<file path="src/rtl/pc_seq_pkg.sv">
// Shared definitions for the PC sequencer.
//   INST_W        : instruction word width.
//   DEF_RESET_VEC : default PC loaded on reset.
//   DEF_TRAP_VEC  : default target for traps and misaligned redirects.
//   state_t       : sequencer FSM state encoding.
package pc_seq_pkg;

    localparam int          INST_W        = 32;
    localparam logic [63:0] DEF_RESET_VEC = 64'h0;
    localparam logic [63:0] DEF_TRAP_VEC  = 64'h100;

    typedef enum logic [1:0] {
        BOOT  = 2'd0,
        FETCH = 2'd1,
        STALL = 2'd2,
        FLUSH = 2'd3
    } state_t;

endpackage

</file>
<file path="src/rtl/carry_lookahead_adder.sv">
// WIDTH-bit adder built from 4-bit carry-lookahead blocks; the block
// carries ripple between blocks. There is no carry-out, so additions
// wrap modulo 2^WIDTH.
// Ports:
//   a, b : addends
//   cin  : carry into bit 0
//   sum  : a + b + cin, truncated to WIDTH bits
// WIDTH must be a multiple of 4.
module carry_lookahead_adder #(
    parameter int WIDTH = 64
) (
    input  logic [WIDTH-1:0] a,
    input  logic [WIDTH-1:0] b,
    input  logic             cin,
    output logic [WIDTH-1:0] sum
);

    localparam int NB = WIDTH / 4;

    // The top generate bit is never needed: nothing consumes carry-out.
    logic [WIDTH-2:0] g;
    logic [WIDTH-1:0] p;
    logic [WIDTH-1:0] c;

    assign g    = a[WIDTH-2:0] & b[WIDTH-2:0];
    assign p    = a ^ b;
    assign c[0] = cin;

    for (genvar blk = 0; blk < NB; blk++) begin : g_blk
        localparam int B = blk * 4;
        assign c[B+1] = g[B] | (p[B] & c[B]);
        assign c[B+2] = g[B+1] | (p[B+1] & g[B]) | (p[B+1] & p[B] & c[B]);
        assign c[B+3] = g[B+2] | (p[B+2] & g[B+1]) | (p[B+2] & p[B+1] & g[B])
                      | (p[B+2] & p[B+1] & p[B] & c[B]);
        if (blk < NB - 1) begin : g_bout
            // Block generate/propagate feed the next block's carry-in.
            logic gg, pp;
            assign gg = g[B+3] | (p[B+3] & g[B+2]) | (p[B+3] & p[B+2] & g[B+1])
                      | (p[B+3] & p[B+2] & p[B+1] & g[B]);
            assign pp = &p[B+3:B];
            assign c[B+4] = gg | (pp & c[B]);
        end
    end

    assign sum = p ^ c;

endmodule

</file>
<file path="src/rtl/pc_sequencer.sv">
// Instruction-fetch PC sequencer.
// Issues fetch requests at pc, registers the returned instruction, steps
// pc by 4, and handles branch redirects, traps, stalls and flushes of an
// in-flight fetch whose result must be dropped.
// Ports:
//   clk, reset        : clock (rising edge), async active-high reset
//   stall             : hold fetch after the current handshake completes
//   redirect_valid    : branch/jump redirect, target in redirect_target
//   trap              : redirect to TRAP_VEC, outranks redirect_valid
//   fetch_req/addr    : fetch request and its address (= pc)
//   fetch_ack/data    : fetch completion and returned instruction
//   inst_valid        : one-cycle pulse, inst_out/inst_pc valid
//   inst_out, inst_pc : registered instruction and its address
//   misalign          : one-cycle pulse for a redirect to a non-word address
module pc_sequencer
    import pc_seq_pkg::*;
#(
    parameter int           n         = 64,
    parameter logic [n-1:0] RESET_VEC = n'(DEF_RESET_VEC),
    parameter logic [n-1:0] TRAP_VEC  = n'(DEF_TRAP_VEC)
) (
    input  logic              clk,
    input  logic              reset,
    input  logic              stall,
    input  logic              redirect_valid,
    input  logic [n-1:0]      redirect_target,
    input  logic              trap,
    output logic              fetch_req,
    output logic [n-1:0]      fetch_addr,
    input  logic              fetch_ack,
    input  logic [INST_W-1:0] fetch_data,
    output logic              inst_valid,
    output logic [INST_W-1:0] inst_out,
    output logic [n-1:0]      inst_pc,
    output logic              misalign
);

    localparam logic [n-1:0] PC_STEP = n'(4);

    state_t       state, state_nxt;
    logic [n-1:0] pc, pc_inc, tgt;
    logic         redir, rt_mis, mis_evt;
    logic [n-1:0] eff;

    // Effective redirect target: traps and misaligned targets both land
    // on TRAP_VEC; only the misaligned (non-trap) case raises misalign.
    assign redir   = trap | redirect_valid;
    assign rt_mis  = redirect_target[1:0] != 2'b00;
    assign eff     = (trap || rt_mis) ? TRAP_VEC : redirect_target;
    assign mis_evt = redirect_valid & ~trap & rt_mis;

    carry_lookahead_adder #(n) u_inc (
        .a   (pc),
        .b   (PC_STEP),
        .cin (1'b0),
        .sum (pc_inc)
    );

    // State register.
    always_ff @(posedge clk or posedge reset) begin
        if (reset) state <= BOOT;
        else       state <= state_nxt;
    end

    // Next-state logic. stall is only sampled when a handshake completes.
    always_comb begin
        state_nxt = state;
        case (state)
            BOOT:  state_nxt = FETCH;
            FETCH: begin
                if (fetch_ack)  state_nxt = stall ? STALL : FETCH;
                else if (redir) state_nxt = FLUSH;
            end
            FLUSH: if (fetch_ack) state_nxt = stall ? STALL : FETCH;
            STALL: if (!stall)    state_nxt = FETCH;
            default: state_nxt = BOOT;
        endcase
    end

    // Outputs decoded from registered state/pc only.
    always_comb begin
        fetch_req = 1'b0;
        case (state)
            FETCH, FLUSH: fetch_req = 1'b1;
            default:      fetch_req = 1'b0;
        endcase
    end

    assign fetch_addr = pc;

    // Datapath: pc, latched flush target and registered outputs.
    always_ff @(posedge clk or posedge reset) begin
        if (reset) begin
            pc         <= RESET_VEC;
            tgt        <= '0;
            inst_valid <= 1'b0;
            inst_out   <= '0;
            inst_pc    <= '0;
            misalign   <= 1'b0;
        end else begin
            inst_valid <= 1'b0;
            misalign   <= 1'b0;
            case (state)
                FETCH: begin
                    misalign <= mis_evt;
                    if (fetch_ack) begin
                        if (redir) begin
                            pc <= eff;            // drop the fetched word
                        end else begin
                            inst_valid <= 1'b1;
                            inst_out   <= fetch_data;
                            inst_pc    <= pc;
                            pc         <= pc_inc;
                        end
                    end else if (redir) begin
                        // Request stays outstanding; remember where to go.
                        tgt <= eff;
                    end
                end
                FLUSH: begin
                    misalign <= mis_evt;
                    if (fetch_ack) pc  <= redir ? eff : tgt;
                    else if (redir) tgt <= eff;
                end
                STALL: begin
                    misalign <= mis_evt;
                    if (redir) pc <= eff;
                end
                default: ;  // BOOT ignores acks and redirects
            endcase
        end
    end

endmodule

</file>
<file path="config.mk">
export PLATFORM = sky130hd
export DESIGN_NAME = pc_sequencer
export DESIGN_NICKNAME = d
export VERILOG_FILES = /design/src/rtl/pc_seq_pkg.sv /design/src/rtl/carry_lookahead_adder.sv /design/src/rtl/pc_sequencer.sv
export SDC_FILE = /design/constraint.sdc
export NUM_CORES = 1
export LEC_CHECK = 0
export CAP_MARGIN = 20
export CORE_MARGIN = 5
export CORE_UTILIZATION = 35
export CTS_BUF_LIST = sky130_fd_sc_hd__clkbuf_8
export DETAILED_ROUTE_END_ITERATION = 10
export GPL_TIMING_DRIVEN = 0
export PLACE_DENSITY = 0.6
export SLEW_MARGIN = 20
export SYNTH_ARGS = -nofsm -noshare
export SYNTH_HDL_FRONTEND = slang
export SYNTH_SLANG_ARGS = --single-unit
</file>
<file path="constraint.sdc">
create_clock -name clk -period 23 [get_ports clk]
set_input_delay 4.6 -clock clk [delete_from_list [all_inputs] [get_ports clk]]
set_output_delay 4.6 -clock clk [all_outputs]
set_load 0.005 [all_outputs]
</file>
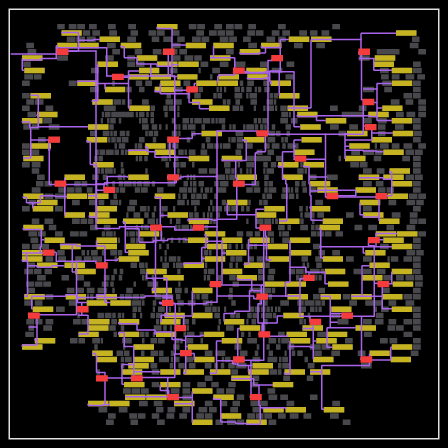
*Clock network drawn from the DEF*
purple -> clock wires  # length 3730 um
yellow -> flip-flops  # count 228
red -> clock drivers  # count 43
flops lie = spread over the die
routed clock nets = 44
Clock Power: 0.417 mW
clk latency late pin: 0.57 ns

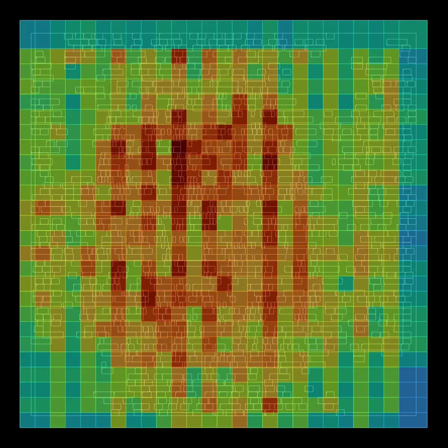
*Track usage over the die*
GRT Util Overall: 0.232
met2 GRT Util: 0.355
GRT met1 Usage: 0.318

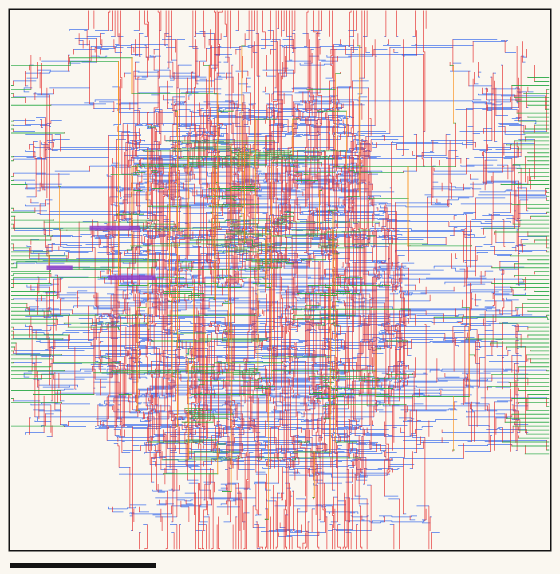
*Wiring by layer*
Scale bar: 50 um.
red -> metal 2  # wire length 18000 um
blue -> metal 1  # wire length 17100 um
purple -> metal 5  # wire length 37.7 um
green -> metal 3  # wire length 4220 um
orange -> metal 4  # wire length 1510 um
Wirelength per Cell: 24.3 um
wirelength, routed: 40.9 mm
via count: 9996

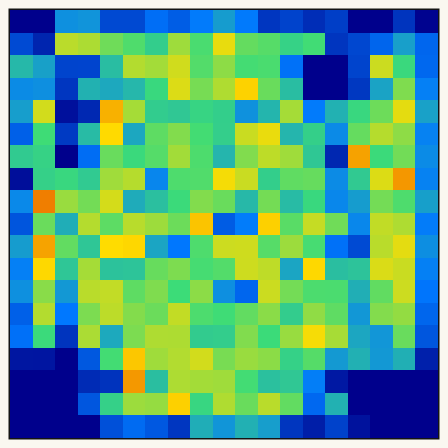
*Cell area per tile*
The die is cut into 19 by 19 equal tiles; dark blue is low, red is high, 0 to 100% covered.
fullest tile = 86%
mean over tiles = 42%
nearly empty tiles = 8.9%
tiles over 75% full = 4.4%

==> impl_metrics.ini <==
; yosys + openroad results
[run_status]
outcome = finished clean

[pwr]
swShare = 0.279
powerComb_mw = 0.236
seqPwrFrac = 0.426
combPwrFrac = 0.207
p_clk_frac = 0.367
power_density_nw_per_um2 = 76.6
power_leakage_nw = 6.17
pg_seq_mw = 0.485
power.switching_mw = 0.318

[clock_tree]
root_buffer = clkbuf_8
h-tree-depth = 2
clock_path_buffers = 3
hold_buffers = 0
clock-sinks = 228
cts_resized = 0

[min_path]
holdPathEnd = tgt[22]$_DFFE_PP0P_
hold_depth = 2
hold_path_class = reg -> reg

[floorplanning]
fp_util = 0.353
ioPinCount = 265
row_count = 64
chipArea_um2 = 34400
n_tap_cell = 396
die_w_um = 185

[global_route]
grt_pass1_vias = 9951
grt_pass1_wl_mm = 61.3
grt_most_used_layer = met2
antenna_found_initial = 4

[final_layout]
logic_area_um2 = 4710
seqCellArea_um2 = 5710
fin_cells = 1686
n_clock_buffer = 58
signal_buffers = 343
nonClkBufAreaFrac = 0.202
area_growth_pct = 38.0
layout.nets = 1375
dominant-cell-class = flip-flops and latches
fillCellCount = 2816
inv_count = 11
utilization = 0.487
final_layout_size_suffix_gt1_frac = 0.140
comb_cells = 635
n_antenna_cell = 1
seq_share = 0.384
fin_area_um2 = 14900

[setup_path]
worstPathCellList = clkdlybuf4s50_1 > nand2_1 > o21a_1 > clkbuf_1 > clkbuf_1 > clkbuf_1 > o21ai_0
cp_slowest_cell = clkbuf_1
ff2ff_path_depth = 7
cp_max_fo = 10
crit_path_start_kind = primary input
cp_num_cells = 7
crit_end = fetch_addr[5]$_DFFE_PP0P_
critPathArrivalTime_ns = 8.01
critical-path-top-delay-family = buffers and inverters
rrSetupSlack_ns = 19.47
cp-end-kind = flop
critPathKind = in -> reg
crit_path_frequent_cell = clkbuf_1
slowest_delay_ns = 0.70

[yosys]
yosysWarnings = 0
syn_nets = 1065
yosysTopAreaCell = dfrtp_1
yosysSeqAreaShare = 0.530
top_cells_by_area = dfrtp_1 (53%), mux2_2 (10%), a22o_1 (5.6%)
muxShareOfSynthArea = 0.102
ys_sh_xor = 0
yosys_area_um2 = 10800
ff_type = dfrtp_1
yosysUniqueCellTypes = 62
ys_cells = 952
synth-async-reset-ratio = 1.00
enable_flop_cells = 0

[final_timing]
fin_setup_tns_ns = 0
rsz0062_at_grt = no
worst_slew_pin_slew_ns = 1.15
setup_ws_ns = 15.40
hold_viol = 0
slew_headroom = 0.224
skew_ns = 0.0196
holdWs_ns = 0.482
period_needed_ns = 7.60
maxSlewViolCount = 0
setup_viol = 0

[drt]
dr.pass1.iters = 8
wl_met1_mm = 17.1
drc = 0
wl_met2_mm = 18.0
wl_met3_mm = 4.22
drt-initial-drc-count = 986
ant_nets = 0
highest_layer = met5

[flow_run]
maxCapViolCount = 0
tool_warnings = 26

[placement]
dp_hpwl_mm = 28.3
place_area_um2 = 14000
placedCellCount = 1613
dp_slack_ns = 14.84
place.gp.congestion = 0.889
numPortBuffers = 263
No activity file was given, so power comes from the tool's default toggle rates.
